Fig. 1: wires at chosen ports, followed through buffers
The bar under the picture is 20 um long.
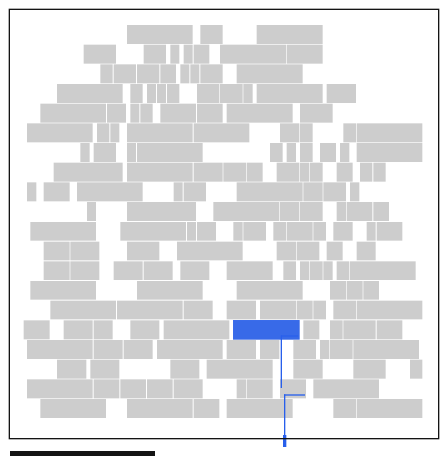
Fig. 2: sequential cells grouped by signal name
The bar under the picture is 20 um long. Other sequential cells in the stronger gray, the rest of the logic in the fainter gray.
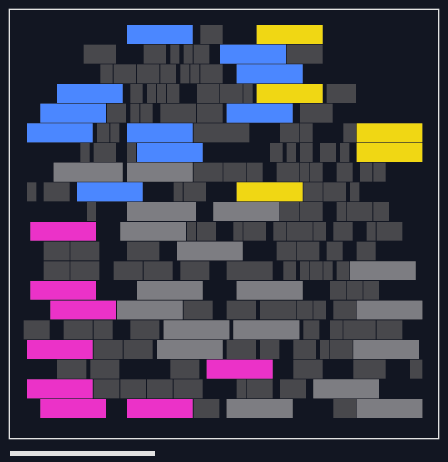
File: src/rtl/uart_receiver.sv
// 8-bit UART receiver: 2-FF input synchronizer, oversampled mid-bit sampling, framing check.
// Define UART_RX_PARITY_EN to expect one even-parity bit after D7 (default build: 8N1, parity_err tied low).
module uart_receiver #(
  parameter int CLK_FREQ = 100_000_000,
  parameter int BAUD     = 9600,
  parameter int OVS      = 16
) (
  input  logic       clk,
  input  logic       reset,
  input  logic       i_rxd,
  output logic [7:0] rx_data,
  output logic       rx_done,
  output logic       frame_err,
  output logic       parity_err,
  output logic       rx_busy
);

  localparam int DIV = CLK_FREQ / (BAUD * OVS);
  localparam int DW  = (DIV > 1) ? $clog2(DIV) : 1;
  localparam int TW  = $clog2(OVS) + 1;
  localparam logic [DW-1:0] DIV_LAST   = DW'(DIV - 1);
  // START samples on the (OVS/2-1)th tick, later bits on every OVS-th tick.
  localparam logic [TW-1:0] START_LAST = TW'(OVS / 2 - 2);
  localparam logic [TW-1:0] BIT_LAST   = TW'(OVS - 1);

  localparam logic [2:0] ST_IDLE      = 3'd0;
  localparam logic [2:0] ST_START     = 3'd1;
  localparam logic [2:0] ST_DATA      = 3'd2;
`ifdef UART_RX_PARITY_EN
  localparam logic [2:0] ST_PARITY    = 3'd3;
`endif
  localparam logic [2:0] ST_STOP      = 3'd4;
  localparam logic [2:0] ST_WAIT_HIGH = 3'd5;

  logic [1:0]    sync_reg;
  logic          rxs;
  logic [DW-1:0] div_cnt_reg;
  logic          tick;
  logic          sample;
  logic          parity_ok;

  logic [2:0]    state_reg,    state_next;
  logic [TW-1:0] tick_cnt_reg, tick_cnt_next;
  logic [2:0]    bit_idx_reg,  bit_idx_next;
  logic [7:0]    shift_reg,    shift_next;
  logic [7:0]    rx_data_reg,  rx_data_next;
  logic          rx_done_reg,  rx_done_next;
  logic          frame_err_reg, frame_err_next;
`ifdef UART_RX_PARITY_EN
  logic          parity_bad_reg, parity_bad_next;
  logic          parity_err_reg, parity_err_next;
`endif

  always_ff @(posedge clk or negedge reset) begin
    if (!reset) begin
      sync_reg <= 2'b11;
    end else begin
      sync_reg <= {sync_reg[0], i_rxd};
    end
  end
  assign rxs = sync_reg[1];

  always_ff @(posedge clk or negedge reset) begin
    if (!reset) begin
      div_cnt_reg <= '0;
    end else if (div_cnt_reg == DIV_LAST) begin
      div_cnt_reg <= '0;
    end else begin
      div_cnt_reg <= div_cnt_reg + 1'b1;
    end
  end
  assign tick = (div_cnt_reg == DIV_LAST);

  assign sample = tick && (tick_cnt_reg == ((state_reg == ST_START) ? START_LAST : BIT_LAST));

`ifdef UART_RX_PARITY_EN
  assign parity_ok = !parity_bad_reg;
`else
  assign parity_ok = 1'b1;
`endif

  always_comb begin
    state_next     = state_reg;
    tick_cnt_next  = tick_cnt_reg;
    bit_idx_next   = bit_idx_reg;
    shift_next     = shift_reg;
    rx_data_next   = rx_data_reg;
    rx_done_next   = 1'b0;
    frame_err_next = 1'b0;
`ifdef UART_RX_PARITY_EN
    parity_bad_next = parity_bad_reg;
    parity_err_next = 1'b0;
`endif
    if (tick && state_reg != ST_IDLE && state_reg != ST_WAIT_HIGH) begin
      tick_cnt_next = sample ? '0 : tick_cnt_reg + 1'b1;
    end

    case (state_reg)
      ST_IDLE: begin
        if (!rxs) begin
          state_next    = ST_START;
          tick_cnt_next = '0;
        end
      end
      ST_START: begin
        if (sample) begin
          if (!rxs) begin
            state_next   = ST_DATA;
            bit_idx_next = 3'd0;
`ifdef UART_RX_PARITY_EN
            parity_bad_next = 1'b0;
`endif
          end else begin
            state_next = ST_IDLE;
          end
        end
      end
      ST_DATA: begin
        if (sample) begin
          shift_next   = {rxs, shift_reg[7:1]};
          bit_idx_next = bit_idx_reg + 1'b1;
          if (bit_idx_reg == 3'd7) begin
`ifdef UART_RX_PARITY_EN
            state_next = ST_PARITY;
`else
            state_next = ST_STOP;
`endif
          end
        end
      end
`ifdef UART_RX_PARITY_EN
      ST_PARITY: begin
        if (sample) begin
          parity_bad_next = ((^shift_reg) != rxs);
          parity_err_next = ((^shift_reg) != rxs);
          state_next      = ST_STOP;
        end
      end
`endif
      ST_STOP: begin
        if (sample) begin
          if (rxs) begin
            state_next = ST_IDLE;
            if (parity_ok) begin
              rx_data_next = shift_reg;
              rx_done_next = 1'b1;
            end
          end else begin
            frame_err_next = 1'b1;
            state_next     = ST_WAIT_HIGH;
          end
        end
      end
      ST_WAIT_HIGH: begin
        // A held-low line (break) must go high before another start edge counts.
        if (rxs) begin
          state_next = ST_IDLE;
        end
      end
      default: begin
        state_next = ST_IDLE;
      end
    endcase
  end

  always_ff @(posedge clk or negedge reset) begin
    if (!reset) begin
      state_reg     <= ST_IDLE;
      tick_cnt_reg  <= '0;
      bit_idx_reg   <= '0;
      shift_reg     <= '0;
      rx_data_reg   <= '0;
      rx_done_reg   <= 1'b0;
      frame_err_reg <= 1'b0;
    end else begin
      state_reg     <= state_next;
      tick_cnt_reg  <= tick_cnt_next;
      bit_idx_reg   <= bit_idx_next;
      shift_reg     <= shift_next;
      rx_data_reg   <= rx_data_next;
      rx_done_reg   <= rx_done_next;
      frame_err_reg <= frame_err_next;
    end
  end

`ifdef UART_RX_PARITY_EN
  always_ff @(posedge clk or negedge reset) begin
    if (!reset) begin
      parity_bad_reg <= 1'b0;
      parity_err_reg <= 1'b0;
    end else begin
      parity_bad_reg <= parity_bad_next;
      parity_err_reg <= parity_err_next;
    end
  end
  assign parity_err = parity_err_reg;
`else
  assign parity_err = 1'b0;
`endif

  assign rx_data   = rx_data_reg;
  assign rx_done   = rx_done_reg;
  assign frame_err = frame_err_reg;
  assign rx_busy   = (state_reg != ST_IDLE);

endmodule

File: config.mk
export PLATFORM = sky130hd
export DESIGN_NAME = uart_receiver
export DESIGN_NICKNAME = d
export VERILOG_FILES = /design/src/rtl/uart_receiver.sv
export SDC_FILE = /design/constraint.sdc
export NUM_CORES = 1
export LEC_CHECK = 0
export CORE_MARGIN = 1.5
export CORE_UTILIZATION = 60
export DETAILED_ROUTE_END_ITERATION = 12
export PLACE_DENSITY = 0.82
export SETUP_SLACK_MARGIN = 0.4
export SLEW_MARGIN = 10
export SYNTH_ARGS = -nofsm -noshare
export SYNTH_HDL_FRONTEND = slang
export SYNTH_SLANG_ARGS = --single-unit
File: constraint.sdc
create_clock -name clk -period 5.09 [get_ports clk]
set_clock_uncertainty 0.2 [all_clocks]
set_input_delay 1.018 -clock clk [delete_from_list [all_inputs] [get_ports clk]]
set_output_delay 1.018 -clock clk [all_outputs]
set_load 0.05 [all_outputs]
==> CHANGELOG.md <==
### Physical design

* Hold EP: sync_reg[1]
* Final Cycle Share at 62.48%
* RSZ-0062 raised after global routing: false
* Share of cells above drive strength 1 at 20.35%
* Via density at 5.722
* Cell variety after synth at 43
* # rows at 20
* Final setup TNS at 0 ns
* Fin Hold WS at 0.1655 ns
* Global placement routability congestion at 0.8419
* Reg2reg path depth at 4
* Cells after Synth at 157
* GRT Overall Usage at 21.46%
* Status: complete, no violations
* CP required at 3.87 ns
* Die footprint at 0.003497 mm^2
* Post_cts resized at 0
* Worst-path cell chain: or3_1 -> clkdlybuf4s50_1
* TritonCTS clock tree: yes
* H-Tree Depth at 2
Notes on Fig. 1 above:
- blue: `rx_done` (bits 1; direction output; edge bottom; end cells 1; buffers 1; wire 17.8 um)

Notes on Fig. 2 above:
- blue: `div_cnt_reg` (flops 10)
- yellow: `tick_cnt_reg` (flops 5)
- magenta: `rx_data` (flops 8; where lower left)
- not colored: 18
Flop area: 0.001028 mm^2
sequential cell power: 0.328 mW
sequential cell area share: 48.87%
Layout Utilization: 69.50%

## area by class of cell
type / instances / area share, %
tap: 44 / 2.616
sequential: 41 / 48.87
inverter: 5 / 0.8918
timing repair buffer: 13 / 5.945
clock buffer: 7 / 3.092
multi-input combinational: 105 / 38.35
clock inverter: 1 / 0.2378
## cells in the final DEF (no fill, tap or decap), types with 3 or more instances in the layout
cell,count
nor3_1,6
and3_1,3
clkbuf_4,5
ha_1,5
nand2_1,11
a22o_1,4
nand3_1,6
nor2_1,9
inv_1,5
a21oi_1,4
clkdlybuf4s50_1,12
dfrtp_1,39
mux2_2,17
xnor2_1,5
xor2_1,4
## metrics by stage
stage | cell area [um^2] | worst slack, ns
floorplan | 1891 | 2.776
global placement | 2034 | 2.325
detailed placement | 2034 | 2.148
CTS | 2105 | 1.908
global route | 2105 | 1.830
finish | 2105 | 1.910
## critical path: cells and delay by family, from the launching register on
| family | cells | cell delay, ns |
|---|---|---|
| buf+inv | 1 | 0.71 |
| flops | 1 | 0.49 |
| simple gates | 1 | 0.41 |
## per-layer routing
metal | GRT usage [%] | vias up | share of wire (%)
li1 | - | 588 | -
met3 | 6.987 | 8 | 4.4
met5 | 0 | - | 0
met2 | 32.86 | 29 | 47
met1 | 27.72 | 611 | 46
met4 | 10.06 | 0 | 2.0
## where the power goes
group | internal [mW] | switching [mW] | total [mW]
clock | 0.0801 | 0.104 | 0.184
combinational | 0.00115 | 0.00781 | 0.00897
sequential | 0.327 | 0.000883 | 0.328
## cell families (layout without fill, tap and decap cells)
group,count (synthesis),after routing,synth area share [%]
other,1,1,0.1984
AND/OR/NAND/NOR,51,51,15.82
flip-flops,41,41,54.40
buffers and inverters,11,26,2.912
multiplexers,18,18,10.66
adder cells (fa/ha/maj),5,5,3.309
AND-OR/OR-AND,21,21,8.538
XOR/XNOR,9,9,4.169
Power figures rest on the tool's default switching activity, not on a simulated workload.
